[config.mk]
export PLATFORM = sky130hd
export DESIGN_NAME = lsu_store_buffered_flat
export DESIGN_NICKNAME = d
export VERILOG_FILES = /design/src/rtl/lsu_store_buffered_if.sv /design/src/rtl/lsu_store_buffered.sv /design/src/flat_wrapper.sv
export SDC_FILE = /design/constraint.sdc
export NUM_CORES = 1
export LEC_CHECK = 0
export CORE_MARGIN = 3
export CORE_UTILIZATION = 50
export DETAILED_ROUTE_END_ITERATION = 6
export GPL_TIMING_DRIVEN = 0
export PLACE_DENSITY = 0.83
export SYNTH_ARGS = -nofsm -noshare
export SYNTH_HDL_FRONTEND = slang
export SYNTH_SLANG_ARGS = --single-unit
export TNS_END_PERCENT = 50
[constraint.sdc]
create_clock -name clk -period 6.8 [get_ports clk]
set_input_delay 2.04 -clock clk [delete_from_list [all_inputs] [get_ports clk]]
set_output_delay 2.04 -clock clk [all_outputs]
set_load 0.01 [all_outputs]
[src/rtl/lsu_store_buffered_if.sv]
`default_nettype none
//==============================================================================
// Module   : lsu_store_buffered_if
// Brief    : Data-memory command port between the LSU and the memory.
//            The master issues start/write commands with a word address,
//            write data and byte strobes; the slave answers with ready and,
//            for reads, a data beat flagged by mem_rdata_valid.
// Revision : 1.0 - initial release
//==============================================================================
interface lsu_store_buffered_if #(
    parameter int ADDR_W = 32
);
    logic              mem_cmd_start;
    logic              mem_cmd_write;
    logic              mem_cmd_ready;
    logic [ADDR_W-1:0] mem_addr;
    logic [31:0]       mem_wdata;
    logic [3:0]        mem_wstrb;
    logic [31:0]       mem_rdata;
    logic              mem_rdata_valid;

    modport master (
        output mem_cmd_start,
        output mem_cmd_write,
        output mem_addr,
        output mem_wdata,
        output mem_wstrb,
        input  mem_cmd_ready,
        input  mem_rdata,
        input  mem_rdata_valid
    );

    modport slave (
        input  mem_cmd_start,
        input  mem_cmd_write,
        input  mem_addr,
        input  mem_wdata,
        input  mem_wstrb,
        output mem_cmd_ready,
        output mem_rdata,
        output mem_rdata_valid
    );
endinterface
`default_nettype wire

[src/rtl/lsu_store_buffered.sv]
`default_nettype none
//==============================================================================
// Module   : lsu_store_buffered
// Brief    : Memory-stage load/store unit. Stores are posted into a FIFO
//            store buffer and retire immediately; loads wait for the buffer
//            to drain, then run a REQ/DATA handshake. Byte-lane steering,
//            load extension and misaligned-access detection are done here.
// Revision : 1.0 - initial release
//==============================================================================
module lsu_store_buffered #(
    parameter int          SB_DEPTH  = 4,
    parameter int          ADDR_W    = 32,
    parameter logic [31:0] REGPC_NOP = 32'h0000_0000,
    parameter logic [31:0] INST_NOP  = 32'h0000_0013
) (
    input  logic                 clk,
    input  logic                 rst_n,
    input  logic                 flush,
    input  logic                 in_valid,
    input  logic [31:0]          in_pc,
    input  logic [31:0]          in_inst,
    input  logic [ADDR_W-1:0]    in_addr,
    input  logic [31:0]          in_wdata,
    input  logic [3:0]           in_mem_op,
    input  logic                 in_rf_wen,
    input  logic [3:0]           in_wb_sel,
    input  logic [4:0]           in_wb_addr,
    output logic                 stall,
    output logic                 out_valid,
    output logic [31:0]          out_pc,
    output logic [31:0]          out_inst,
    output logic [31:0]          out_alu_out,
    output logic [31:0]          out_rdata,
    output logic                 out_misaligned,
    output logic                 out_rf_wen,
    output logic [3:0]           out_wb_sel,
    output logic [4:0]           out_wb_addr,
    output logic                 sb_empty,
    output logic                 fwd_rf_wen,
    output logic [4:0]           fwd_wb_addr,
    lsu_store_buffered_if.master mem
);

    localparam int c_PTR_W = $clog2(SB_DEPTH);
    localparam int c_CNT_W = c_PTR_W + 1;

    localparam logic [3:0] c_MEN_X   = 4'd0;
    localparam logic [3:0] c_MEN_SB  = 4'd1;
    localparam logic [3:0] c_MEN_SH  = 4'd2;
    localparam logic [3:0] c_MEN_SW  = 4'd3;
    localparam logic [3:0] c_MEN_LB  = 4'd4;
    localparam logic [3:0] c_MEN_LBU = 4'd5;
    localparam logic [3:0] c_MEN_LH  = 4'd6;
    localparam logic [3:0] c_MEN_LHU = 4'd7;
    localparam logic [3:0] c_MEN_LW  = 4'd8;

    typedef enum logic [1:0] {
        S_IDLE = 2'd0,
        S_REQ  = 2'd1,
        S_DATA = 2'd2
    } state_t;

    // Picks the addressed byte/halfword out of a returned word and extends it.
    function automatic logic [31:0] f_extract(input logic [3:0]  op,
                                              input logic [1:0]  lane,
                                              input logic [31:0] word);
        logic [7:0]  v_byte;
        logic [15:0] v_half;
        v_byte = 8'(word >> {lane, 3'b000});
        v_half = lane[1] ? word[31:16] : word[15:0];
        case (op)
            c_MEN_LB:  f_extract = {{24{v_byte[7]}}, v_byte};
            c_MEN_LBU: f_extract = {24'h0, v_byte};
            c_MEN_LH:  f_extract = {{16{v_half[15]}}, v_half};
            c_MEN_LHU: f_extract = {16'h0, v_half};
            default:   f_extract = word;
        endcase
    endfunction

    // Store buffer state
    logic [ADDR_W-1:0]  r_sb_addr [SB_DEPTH];
    logic [31:0]        r_sb_data [SB_DEPTH];
    logic [3:0]         r_sb_strb [SB_DEPTH];
    logic [c_PTR_W-1:0] r_wr_ptr;
    logic [c_PTR_W-1:0] r_rd_ptr;
    logic [c_CNT_W-1:0] r_count;

    // Load FSM and the load instruction held while it is in flight
    state_t            r_state;
    logic              r_discard;
    logic [31:0]       r_sv_pc;
    logic [31:0]       r_sv_inst;
    logic [ADDR_W-1:0] r_sv_addr;
    logic [3:0]        r_sv_op;
    logic              r_sv_rf_wen;
    logic [3:0]        r_sv_wb_sel;
    logic [4:0]        r_sv_wb_addr;

    logic w_in_valid;
    logic w_is_byte, w_is_half, w_is_word, w_is_store, w_is_load, w_is_mem;
    logic w_misaligned;
    logic w_idle, w_sb_empty, w_sb_full;
    logic w_acc_mis, w_acc_store, w_acc_load, w_acc_x, w_acc_direct, w_accept;
    logic w_pop;
    logic w_load_retire;
    logic [3:0]  w_st_strb;
    logic [31:0] w_st_data;
    logic [1:0]  w_lane;

    // A flushed instruction is treated as if it were never presented.
    assign w_in_valid = in_valid & ~flush;
    assign w_lane     = in_addr[1:0];

    // Decode the memory op into direction and access size.
    always_comb begin
        w_is_byte  = 1'b0;
        w_is_half  = 1'b0;
        w_is_word  = 1'b0;
        w_is_store = 1'b0;
        w_is_load  = 1'b0;
        case (in_mem_op)
            c_MEN_SB:  begin w_is_store = 1'b1; w_is_byte = 1'b1; end
            c_MEN_SH:  begin w_is_store = 1'b1; w_is_half = 1'b1; end
            c_MEN_SW:  begin w_is_store = 1'b1; w_is_word = 1'b1; end
            c_MEN_LB,
            c_MEN_LBU: begin w_is_load  = 1'b1; w_is_byte = 1'b1; end
            c_MEN_LH,
            c_MEN_LHU: begin w_is_load  = 1'b1; w_is_half = 1'b1; end
            c_MEN_LW:  begin w_is_load  = 1'b1; w_is_word = 1'b1; end
            default:   ;
        endcase
    end

    assign w_is_mem     = w_is_store | w_is_load;
    assign w_misaligned = (w_is_half & in_addr[0]) | (w_is_word & (w_lane != 2'b00));

    assign w_idle     = (r_state == S_IDLE);
    assign w_sb_empty = (r_count == '0);
    // Registered count only: a pop in the same cycle does not free a slot yet.
    assign w_sb_full  = (r_count == c_CNT_W'(SB_DEPTH));

    // All acceptance requires an idle FSM so a direct retire never collides
    // with a load retire on the output registers.
    assign w_acc_mis    = w_in_valid & w_idle & w_is_mem & w_misaligned;
    assign w_acc_store  = w_in_valid & w_idle & w_is_store & ~w_misaligned & ~w_sb_full;
    assign w_acc_load   = w_in_valid & w_idle & w_is_load & ~w_misaligned & w_sb_empty;
    assign w_acc_x      = w_in_valid & w_idle & ~w_is_mem;
    assign w_acc_direct = w_acc_mis | w_acc_store | w_acc_x;
    assign w_accept     = w_acc_direct | w_acc_load;

    assign stall       = w_in_valid & ~w_accept;
    assign sb_empty    = w_sb_empty;
    assign fwd_rf_wen  = w_in_valid & in_rf_wen;
    assign fwd_wb_addr = flush ? 5'd0 : in_wb_addr;

    // Draining stores own the bus whenever the FSM is idle.
    assign w_pop = w_idle & ~w_sb_empty & mem.mem_cmd_ready;

    // A load retires when its data beat arrives, unless it was flushed.
    assign w_load_retire = (r_state == S_DATA) & mem.mem_rdata_valid & ~(r_discard | flush);

    // Steer store data onto byte lanes with matching strobes.
    always_comb begin
        w_st_strb = 4'hF;
        w_st_data = in_wdata;
        if (w_is_byte) begin
            w_st_strb = 4'b0001 << w_lane;
            w_st_data = {4{in_wdata[7:0]}};
        end else if (w_is_half) begin
            w_st_strb = 4'b0011 << w_lane;
            w_st_data = {2{in_wdata[15:0]}};
        end
    end

    // Memory command mux: buffered store head first, then a load.
    always_comb begin
        mem.mem_cmd_start = 1'b0;
        mem.mem_cmd_write = 1'b0;
        mem.mem_addr      = '0;
        mem.mem_wdata     = '0;
        mem.mem_wstrb     = '0;
        case (r_state)
            S_IDLE: begin
                if (!w_sb_empty) begin
                    mem.mem_cmd_start = 1'b1;
                    mem.mem_cmd_write = 1'b1;
                    mem.mem_addr      = r_sb_addr[r_rd_ptr];
                    mem.mem_wdata     = r_sb_data[r_rd_ptr];
                    mem.mem_wstrb     = r_sb_strb[r_rd_ptr];
                end else if (w_acc_load) begin
                    mem.mem_cmd_start = 1'b1;
                    mem.mem_addr      = {in_addr[ADDR_W-1:2], 2'b00};
                end
            end
            S_REQ: begin
                mem.mem_cmd_start = 1'b1;
                mem.mem_addr      = {r_sv_addr[ADDR_W-1:2], 2'b00};
            end
            default: ;
        endcase
    end

    // Store buffer payload; contents are only meaningful between push and pop.
    always_ff @(posedge clk) begin
        if (w_acc_store) begin
            r_sb_addr[r_wr_ptr] <= {in_addr[ADDR_W-1:2], 2'b00};
            r_sb_data[r_wr_ptr] <= w_st_data;
            r_sb_strb[r_wr_ptr] <= w_st_strb;
        end
    end

    // Store buffer pointers and occupancy; pointers wrap naturally.
    always_ff @(posedge clk or negedge rst_n) begin
        if (!rst_n) begin
            r_wr_ptr <= '0;
            r_rd_ptr <= '0;
            r_count  <= '0;
        end else begin
            if (w_acc_store) r_wr_ptr <= r_wr_ptr + c_PTR_W'(1);
            if (w_pop)       r_rd_ptr <= r_rd_ptr + c_PTR_W'(1);
            case ({w_acc_store, w_pop})
                2'b10:   r_count <= r_count + c_CNT_W'(1);
                2'b01:   r_count <= r_count - c_CNT_W'(1);
                default: ;
            endcase
        end
    end

    // Load FSM, discard tracking and the registered retire outputs.
    always_ff @(posedge clk or negedge rst_n) begin
        if (!rst_n) begin
            r_state        <= S_IDLE;
            r_discard      <= 1'b0;
            r_sv_pc        <= '0;
            r_sv_inst      <= '0;
            r_sv_addr      <= '0;
            r_sv_op        <= c_MEN_X;
            r_sv_rf_wen    <= 1'b0;
            r_sv_wb_sel    <= '0;
            r_sv_wb_addr   <= '0;
            out_valid      <= 1'b0;
            out_pc         <= REGPC_NOP;
            out_inst       <= INST_NOP;
            out_alu_out    <= '0;
            out_rdata      <= '0;
            out_misaligned <= 1'b0;
            out_rf_wen     <= 1'b0;
            out_wb_sel     <= '0;
            out_wb_addr    <= '0;
        end else begin
            out_valid <= 1'b0;
            case (r_state)
                S_IDLE: begin
                    if (w_acc_load) begin
                        r_sv_pc      <= in_pc;
                        r_sv_inst    <= in_inst;
                        r_sv_addr    <= in_addr;
                        r_sv_op      <= in_mem_op;
                        r_sv_rf_wen  <= in_rf_wen;
                        r_sv_wb_sel  <= in_wb_sel;
                        r_sv_wb_addr <= in_wb_addr;
                        r_discard    <= 1'b0;
                        r_state      <= mem.mem_cmd_ready ? S_DATA : S_REQ;
                    end
                end
                S_REQ: begin
                    if (mem.mem_cmd_ready) begin
                        r_state   <= S_DATA;
                        r_discard <= flush;
                    end else if (flush) begin
                        r_state <= S_IDLE;
                    end
                end
                S_DATA: begin
                    if (flush) r_discard <= 1'b1;
                    if (mem.mem_rdata_valid) begin
                        r_state   <= S_IDLE;
                        r_discard <= 1'b0;
                    end
                end
                default: r_state <= S_IDLE;
            endcase

            if (w_load_retire) begin
                out_valid      <= 1'b1;
                out_pc         <= r_sv_pc;
                out_inst       <= r_sv_inst;
                out_alu_out    <= 32'(r_sv_addr);
                out_rdata      <= f_extract(r_sv_op, r_sv_addr[1:0], mem.mem_rdata);
                out_misaligned <= 1'b0;
                out_rf_wen     <= r_sv_rf_wen;
                out_wb_sel     <= r_sv_wb_sel;
                out_wb_addr    <= r_sv_wb_addr;
            end else if (w_acc_direct) begin
                out_valid      <= 1'b1;
                out_pc         <= in_pc;
                out_inst       <= in_inst;
                out_alu_out    <= 32'(in_addr);
                out_rdata      <= '0;
                out_misaligned <= w_acc_mis;
                out_rf_wen     <= w_acc_x & in_rf_wen;
                out_wb_sel     <= in_wb_sel;
                out_wb_addr    <= in_wb_addr;
            end
        end
    end

endmodule
`default_nettype wire

[src/flat_wrapper.sv]
// flat-port wrapper written by rule: the top's interface ports become plain ports
module lsu_store_buffered_flat 
#(
    parameter int          SB_DEPTH  = 4,
    parameter int          ADDR_W    = 32,
    parameter logic [31:0] REGPC_NOP = 32'h0000_0000,
    parameter logic [31:0] INST_NOP  = 32'h0000_0013
)
  (clk, rst_n, flush, in_valid, in_pc, in_inst, in_addr, in_wdata, in_mem_op, in_rf_wen, in_wb_sel, in_wb_addr, stall, out_valid, out_pc, out_inst, out_alu_out, out_rdata, out_misaligned, out_rf_wen, out_wb_sel, out_wb_addr, sb_empty, fwd_rf_wen, fwd_wb_addr, mem_mem_cmd_start, mem_mem_cmd_write, mem_mem_addr, mem_mem_wdata, mem_mem_wstrb, mem_mem_cmd_ready, mem_mem_rdata, mem_mem_rdata_valid);
  lsu_store_buffered_if #(.ADDR_W(ADDR_W)) mem_i ();
  input  logic clk;
  input  logic rst_n;
  input  logic flush;
  input  logic in_valid;
  input  logic [31:0] in_pc;
  input  logic [31:0] in_inst;
  input  logic [ADDR_W-1:0] in_addr;
  input  logic [31:0] in_wdata;
  input  logic [3:0] in_mem_op;
  input  logic in_rf_wen;
  input  logic [3:0] in_wb_sel;
  input  logic [4:0] in_wb_addr;
  output logic stall;
  output logic out_valid;
  output logic [31:0] out_pc;
  output logic [31:0] out_inst;
  output logic [31:0] out_alu_out;
  output logic [31:0] out_rdata;
  output logic out_misaligned;
  output logic out_rf_wen;
  output logic [3:0] out_wb_sel;
  output logic [4:0] out_wb_addr;
  output logic sb_empty;
  output logic fwd_rf_wen;
  output logic [4:0] fwd_wb_addr;
  output wire logic [$bits(mem_i.mem_cmd_start)-1:0] mem_mem_cmd_start;
  output wire logic [$bits(mem_i.mem_cmd_write)-1:0] mem_mem_cmd_write;
  output wire logic [$bits(mem_i.mem_addr)-1:0] mem_mem_addr;
  output wire logic [$bits(mem_i.mem_wdata)-1:0] mem_mem_wdata;
  output wire logic [$bits(mem_i.mem_wstrb)-1:0] mem_mem_wstrb;
  input wire logic [$bits(mem_i.mem_cmd_ready)-1:0] mem_mem_cmd_ready;
  input wire logic [$bits(mem_i.mem_rdata)-1:0] mem_mem_rdata;
  input wire logic [$bits(mem_i.mem_rdata_valid)-1:0] mem_mem_rdata_valid;
  assign mem_mem_cmd_start = mem_i.mem_cmd_start;
  assign mem_mem_cmd_write = mem_i.mem_cmd_write;
  assign mem_mem_addr = mem_i.mem_addr;
  assign mem_mem_wdata = mem_i.mem_wdata;
  assign mem_mem_wstrb = mem_i.mem_wstrb;
  assign mem_i.mem_cmd_ready = mem_mem_cmd_ready;
  assign mem_i.mem_rdata = mem_mem_rdata;
  assign mem_i.mem_rdata_valid = mem_mem_rdata_valid;
  lsu_store_buffered #(.SB_DEPTH(SB_DEPTH), .ADDR_W(ADDR_W), .REGPC_NOP(REGPC_NOP), .INST_NOP(INST_NOP)) u_core (.clk(clk), .rst_n(rst_n), .flush(flush), .in_valid(in_valid), .in_pc(in_pc), .in_inst(in_inst), .in_addr(in_addr), .in_wdata(in_wdata), .in_mem_op(in_mem_op), .in_rf_wen(in_rf_wen), .in_wb_sel(in_wb_sel), .in_wb_addr(in_wb_addr), .stall(stall), .out_valid(out_valid), .out_pc(out_pc), .out_inst(out_inst), .out_alu_out(out_alu_out), .out_rdata(out_rdata), .out_misaligned(out_misaligned), .out_rf_wen(out_rf_wen), .out_wb_sel(out_wb_sel), .out_wb_addr(out_wb_addr), .sb_empty(sb_empty), .fwd_rf_wen(fwd_rf_wen), .fwd_wb_addr(fwd_wb_addr), .mem(mem_i));
endmodule
Figure 1. Signal wires on met3 (run 1).
Scale: 1.5 px per um. Cells faint in the background.
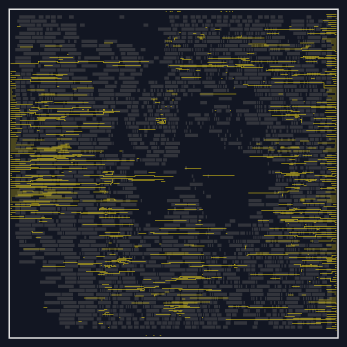
main direction: horizontal
longest straight run: 72.9 um
Via Count: 17.1k
met3 GRT Util: 6.67%
Routed WL: 68700 um

Figure 2. Placed cells, one color a class (run 1).
Scale: 2 px per um.
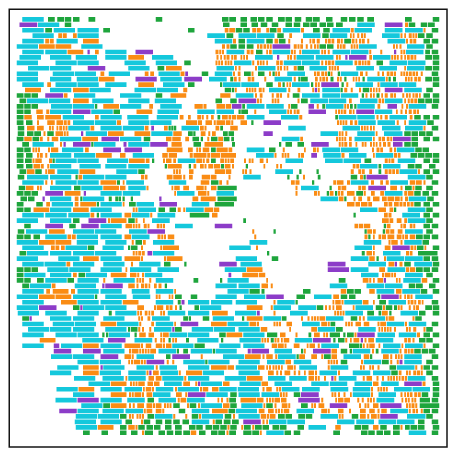
legend:
  purple:
    class: clock drivers and dummy loads
    cells: 98
    share_of_their_area: 6.2%
  green:
    class: other buffers and delay cells
    cells: 532
    share_of_their_area: 17%
  orange:
    class: all other logic
    cells: 1198
    share_of_their_area: 26%
  cyan:
    class: flops
    cells: 524
    share_of_their_area: 51%
final core occ: 65.9%
fraction of area in registers: 49.4%
core area: 44300 sq um

==> results.ini, run 1 <==
[layout]
inverters = 45
top_area_cell_class = flip-flops and latches
nets = 2502
layout_top_cell = nand2_1
logic_area_sq_um = 7310
buffers = 532
layout.nonclk_buf_share_pct = 16.3
comb_cells = 1153
lay_top_cells = nand2_1 (462), clkdlybuf4s50_1 (386), edfxtp_1 (264), dfrtp_1 (257), a21oi_1 (141)
clkCellAreaFrac_pct = 6.04
comb_area_share_pct = 25.0
nFillCells = 3156
final_cells = 2953
drive_gt1_share_pct = 13.4
diodes = 9
flops = 524
n_clock_buffer = 72
flop_area_sq_um = 14400
syn_to_final_growth_pct = 29.8

[logic_synthesis]
synth.avg_cell_area_sq_um = 12.1
ff_type = edfxtp_1
yosysUniqueCellTypes = 67
yosysWarningCount = 0
ys_cells = 1853
synthesis.area_sq_um = 22500
edf_count = 264
yosys_area_sq_um = 22500
ys_seq_elements = 524
ys_async_sr_fraction_pct = 49.6
synth_seq_share_pct = 64.1
syn_inst = 1853

[cts]
cts-root-buf = clkbuf_16
post_cts_buffers = 1
cts.repair.resized = 21
clk_latency_ns = 0.60
clock_sinks = 524
ctsHoldBuffers = 0
htreeDepth = 2
clockBufferDepth = 3
cts_tree = done
path_clk_slew_ns = 0.06
numCtsBuffers = 53

[final_timing]
finalClockSkew_ns = 0.0269
slew_violations = 0
timing.slew.headroom_pct = 29.6
max_freq_mhz = 148
hold_viol = 0
fin_crit_ns = 6.75
finalSetupViolations = 0
fin_hold_ws_ns = 0.472
worst_pin_slew_ns = 1.06
period_used_pct = 99.2
rsz0062_at_grt = yes

[pwr]
peakVddDrop_uv = 331
pwr_density_cell_nw_per_um2 = 430
totalPowerFinal_mw = 12.6
p_leak_nw = 12.0

[hold_path]
hp-class = flop to flop
hold_path_depth = 2
holdPathEnd = u_core.out_inst[4]
hp-start = u_core.out_inst[4]

[global_routing]
antenna_found_initial = 11
grt_max_degree = 126
grt_usage_pct = 28.6
grt_overflow_total = 0
grt_pass1_wl_um = 103000
grt_pass1_vias = 17100

[worst_setup_path]
crit_fanout = 10
critical_path_arrival_ns = 4.71
worstRegToRegCells = 11
critPathTopFamily = buffers and inverters
critical_path_class = input pin to output pin
cp_cell_sequence = clkdlybuf4s50_1 -> and3b_1 -> buf_2 -> o221ai_4 -> nor4_4 -> clkbuf_4 -> a222oi_1 -> inv_1 -> clkdlybuf4s50_1
path_buffers = 5
reg2reg_from = u_core.r_state[0]
cp.depth = 9
cp-endpoint = mem_mem_addr[27]
cp.required_ns = 4.76
slowest_stage = clkdlybuf4s50_1
critPathCaptureType = output pin
cp_slowest_stage_delay_ns = 0.56
crit_start = flush
rr_endpoint = u_core.r_sb_strb[0][3]
crit_top_cell = clkdlybuf4s50_1
start_kind = input pin
rrSetupSlack_ns = 3.27

[detailed_routing]
avgRoutedWirePerCell_um = 23.3
viasPerCell = 5.80
postRouteAntennaNets = 0
dr.pass1.iters = 7
dr.first_iter.drc_count = 1795
drc_errors = 10

[die]
ios = 398
row_count = 77
nWellTaps = 592
die_y_um = 218
die_w_um = 218
fp_util_pct = 50.8
die-area_sq_um = 47600

[placed_design]
detailed_place_hpwl_um = 48500
placedCellCount = 2846
port_buffers = 394
gp_congestion = 0.908

[job]
warnings = 39
maxCapViolCount = 0

[run_status]
outcome = finished with violations
violations = design-rule violations

Figure 3. Routed metal per tile (run 1).
Scale: 1.5 px per um. 22 x 22 tiles, from dark purple (low) to yellow (high), scaled to the fullest tile. Values are wire area over tile area, all layers added.
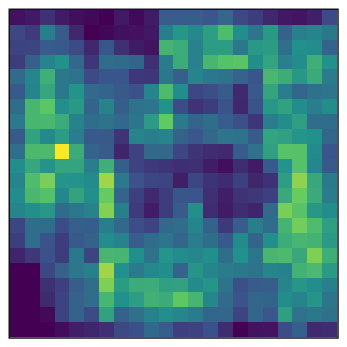
fullest tile: 0.66
mean over tiles: 0.25
densest ninth of the die: left middle
nearly empty tiles: 3.1%
tiles over half the peak: 24%

-- run 1: per-layer routing --
layer | GRT usage, % | wire length, um
met1 | 35.2 | 25200
met2 | 47.9 | 33800
met3 | 6.67 | 6470
met4 | 13.6 | 3150
met5 | 0 | 31
-- run 1: power by group --
part	total, mW	switching [mW]	internal (mW)
Combinational	5.03	2.56	2.48
Sequential	4.57	0.487	4.08
Clock	2.96	1.21	1.75
-- run 1: registers in the layout, indices dropped and copies added (netlist names) --
| register | count |
|---|---|
| u_core.r_sv_pc | 32 |
| u_core.out_inst | 32 |
| u_core.out_valid | 1 |
| u_core.out_misaligned | 1 |
| u_core.r_sv_rf_wen | 1 |
| u_core.out_pc | 32 |
| u_core.out_rdata | 32 |
| u_core.r_sv_inst | 32 |
| u_core.r_sv_op | 4 |
| u_core.r_sb_addr | 120 |
| u_core.r_wr_ptr | 2 |
| u_core.out_alu_out | 32 |
| u_core.r_sb_data | 128 |
| u_core.r_sv_wb_addr | 5 |
| u_core.r_sv_wb_sel | 4 |
| u_core.r_count | 3 |
| u_core.r_state | 2 |
| u_core.r_discard | 1 |
| u_core.out_rf_wen | 1 |
| u_core.r_sb_strb | 16 |
| u_core.out_wb_addr | 5 |
| u_core.r_rd_ptr | 2 |
| u_core.out_wb_sel | 4 |
| u_core.r_sv_addr | 32 |
-- run 1: per-stage QoR --
step           setup WS (ns)  setup TNS (ns)  area, sq um
2_1_floorplan           1.02               0        22500
3_3_place_gp           -7.36        -2102.19        27200
3_5_place_dp           -1.14          -24.71        27400
4_1_cts              0.00295               0        29200
5_1_grt              -0.0690          -0.445        29200
6_report              0.0534               0        29200
-- run 1: Yosys cell counts, types with 2 or more instances --
library cell / count / area, sq um
nand2_1: 462 / 1730
edfxtp_1: 264 / 7930
dfrtp_1: 257 / 6430
a21oi_1: 141 / 706
nor2_1: 136 / 510
a21oi_2: 80 / 701
clkbuf_1: 71 / 267
mux4_2: 66 / 1490
inv_1: 45 / 169
and3_1: 37 / 231
buf_2: 33 / 165
a222oi_1: 30 / 300
o21ai_0: 26 / 130
nand3_1: 17 / 85.1
mux2i_1: 16 / 160
nor2b_1: 16 / 100
o2bb2ai_1: 16 / 140
buf_1: 13 / 48.8
ha_1: 12 / 150
mux2_2: 11 / 124
o21ai_1: 11 / 55.1
o22ai_1: 9 / 56.3
buf_4: 8 / 60.1
a211oi_1: 6 / 45.0
buf_8: 5 / 75.1
and2_1: 4 / 25.0
nand2b_1: 4 / 25.0
a22oi_1: 3 / 22.5
dfstp_2: 3 / 78.8
nand4_1: 3 / 18.8
o22a_1: 3 / 26.3
xnor2_1: 3 / 26.3
xor2_1: 3 / 26.3
and3b_1: 2 / 17.5
buf_6: 2 / 22.5
nor3b_1: 2 / 15.0
nor4b_2: 2 / 30.0
or2_2: 2 / 12.5
-- run 1: kinds of logic after synthesis --
group	Yosys count	share of synthesized area (%)
muxes	94	7.92
xor gates and xnor gates	6	0.233
AOI/OAI and AO/OA	339	10.4
buffers and inverters	177	3.59
and+or+nand+nor	699	13.0
other	1	0.0167
DFF	524	64.1
adders and majority gates	13	0.756
==> run 2, diff against run 1 <==
--- a/config.mk
+++ b/config.mk
@@ -9,6 +9,7 @@
 export CORE_UTILIZATION = 50
 export DETAILED_ROUTE_END_ITERATION = 6
 export GPL_TIMING_DRIVEN = 0
+export HOLD_SLACK_MARGIN = 0.06
 export PLACE_DENSITY = 0.83
 export SYNTH_ARGS = -nofsm -noshare
 export SYNTH_HDL_FRONTEND = slang
Figure 4. Routed metal per tile (run 2).
Scale: 1.5 px per um. 22 x 22 tiles, from dark purple (low) to yellow (high), scaled to the fullest tile. Values are wire area over tile area, all layers added.
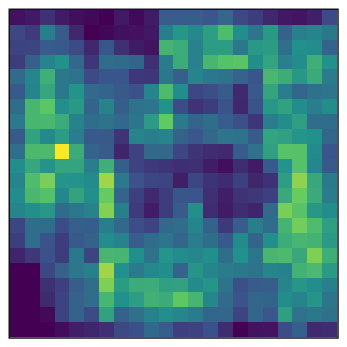
tiles over half the peak: 24%
fullest tile: 0.66
densest ninth of the die: left middle
nearly empty tiles: 3.1%
mean over tiles: 0.25

==> results.ini, run 2 <==
[run_status]
outcome = finished with violations
violations = design-rule violations

[worst_setup_path]
slowest_stage = clkdlybuf4s50_1
critical_path_class = input pin to output pin
crit_top_cell = clkdlybuf4s50_1
start_kind = input pin
cp_cell_sequence = clkdlybuf4s50_1 -> and3b_1 -> buf_2 -> o221ai_4 -> nor4_4 -> clkbuf_4 -> a222oi_1 -> inv_1 -> clkdlybuf4s50_1
reg2reg_from = u_core.r_state[0]
cp.required_ns = 4.76
crit_start = flush
critPathCaptureType = output pin

[layout]
syn_to_final_growth_pct = 29.8
layout_top_cell = nand2_1
fin_util_pct = 65.9
nFillCells = 3156
drive_gt1_share_pct = 13.4
nets = 2502
largest_register_ffs = 128
logic_area_sq_um = 7310
top_regs = u_core.r_sb_data x128, u_core.r_sb_addr x120
lay_top_cells = nand2_1 (462), clkdlybuf4s50_1 (386), edfxtp_1 (264), dfrtp_1 (257), a21oi_1 (141)
top_register = u_core.r_sb_data

[cts]
cts_tree = done
cts-root-buf = clkbuf_16
clk_latency_ns = 0.60
ctsHoldBuffers = 0
path_clk_slew_ns = 0.06
clockBufferDepth = 3
htreeDepth = 2

[final_timing]
fin_hold_ws_ns = 0.472
worst_slack_ns = 0.0534
period_used_pct = 99.2
finalClockSkew_ns = 0.0269
timing.slew.headroom_pct = 29.6
max_freq_mhz = 148
rsz0062_at_grt = yes
hold_viol = 0
finalSetupViolations = 0

[detailed_routing]
viasPerCell = 5.80
drc_errors = 10
wl_um = 68700
dr.pass1.iters = 7

[logic_synthesis]
yosys-top-cells-count = nand2_1 (462), edfxtp_1 (264), dfrtp_1 (257)
synth_seq_share_pct = 64.1
yosysUniqueCellTypes = 67
synthTopCellsByArea = edfxtp_1 (35%), dfrtp_1 (29%), nand2_1 (7.7%)
ys_seq_elements = 524
synthesis.area_sq_um = 22500
syn_inst = 1853
edf_count = 264
yosys_area_sq_um = 22500
ys_cells = 1853
netlist.area_leader.share_pct = 35.2
most_common_cell = nand2_1

[placed_design]
detailed_place_hpwl_um = 48500
pre_cts_slack_ns = -1.14
port_buffers = 394
place_area_sq_um = 27400
gp_congestion = 0.908

[pwr]
combPwrFrac_pct = 40.0
switching_share_pct = 33.9
seqPwrFrac_pct = 36.4
p_leak_nw = 12.0
p_sw_mw = 4.26
peakVddDrop_uv = 331
pwr_density_cell_nw_per_um2 = 430
power.internal_mw = 8.31
pwr-share-clk_pct = 23.6

[global_routing]
grt_usage_pct = 28.6
grt_overflow_total = 0
grt_pass1_vias = 17100
grt_max_degree = 126

[hold_path]
hp-start = u_core.out_inst[4]
hp-class = flop to flop

[job]
maxCapViolCount = 0

[die]
core_area_sq_um = 44300
fp_util_pct = 50.8
ios = 398
die-area_sq_um = 47600
die_y_um = 218

run 2: cell families after synthesis:
group                    after synthesis  share of synthesized area, %
buffers and inverters                177                          3.59
flip-flops                           524                          64.1
AND/OR/NAND/NOR                      699                          13.0
XOR/XNOR                               6                         0.233
multiplexers                          94                          7.92
other                                  1                        0.0167
AND-OR/OR-AND                        339                          10.4
adder cells (fa/ha/maj)               13                         0.756
run 2: metal layers:
layer	share of wire, %	GRT usage (%)	vias to the layer above
li1	-	-	7485
met3	9.4	6.67	178
met4	4.6	13.6	6
met1	37	35.2	8488
met2	49	47.9	973
met5	0.045	0	-
run 2: path summary, 6_finish.rpt:
| check | endpoint | slack, ns | depth (start not counted) |
|---|---|---|---|
| max | mem_mem_addr[27] | 0.05 | 9 |
| min | u_core.out_inst[4] | 0.47 | 2 |
| max reg2reg | u_core.r_sb_strb[0][3] | 3.27 | 11 |
| min reg2reg | u_core.out_inst[4] | 0.47 | 2 |
| max in group asynchronous | u_core.r_sv_op[1] | 4.36 | 2 |
| min in group asynchronous | u_core.out_inst[5] | 1.39 | 1 |
run 2: area by class of cell:
class / count / area share [%]
clock inverters: 26 / 0.972
flip-flops and latches: 524 / 49.4
repair buffers: 402 / 14.1
plain buffers: 130 / 2.21
well taps: 592 / 2.54
clock buffers: 72 / 5.07
inverters: 45 / 0.578
diodes: 9 / 0.0771
multi-input cells: 1153 / 25.0
run 2: timing repair:
item / 4_1_cts / 5_1_grt
resized: 21 / 7
pin swaps: 6 / 4
endpoints found under the hold margin: 0 / 0
endpoints found under the setup margin: 32 / 23
setup buffers: 1 / 1
run 2: critical path, delay by kind of cell:
| family | cells | cell delay [ns] |
|---|---|---|
| compound gates | 2 | 0.25 |
| simple gates | 2 | 0.69 |
| buf+inv | 5 | 1.71 |
run 2: power by group through the flow:
stage | Sequential, mW | Clock (mW) | Combinational (mW)
after floorplan | 4.65 | 0 | 2.35
after global placement | 4.58 | 0 | 4.89
after detailed placement | 4.61 | 0 | 5.01
after CTS | 4.56 | 3.00 | 5.06
after global routing | 4.65 | 3.13 | 5.41
final | 4.57 | 2.96 | 5.03
run 2: per-stage QoR:
stage               cells   TNS, ns
floorplan            1854         0
global placement     2840  -2102.19
detailed placement   2846    -24.71
CTS                  2943         0
global route         2952    -0.445
finish               2953         0
Power is estimated from default activity; no workload was simulated.
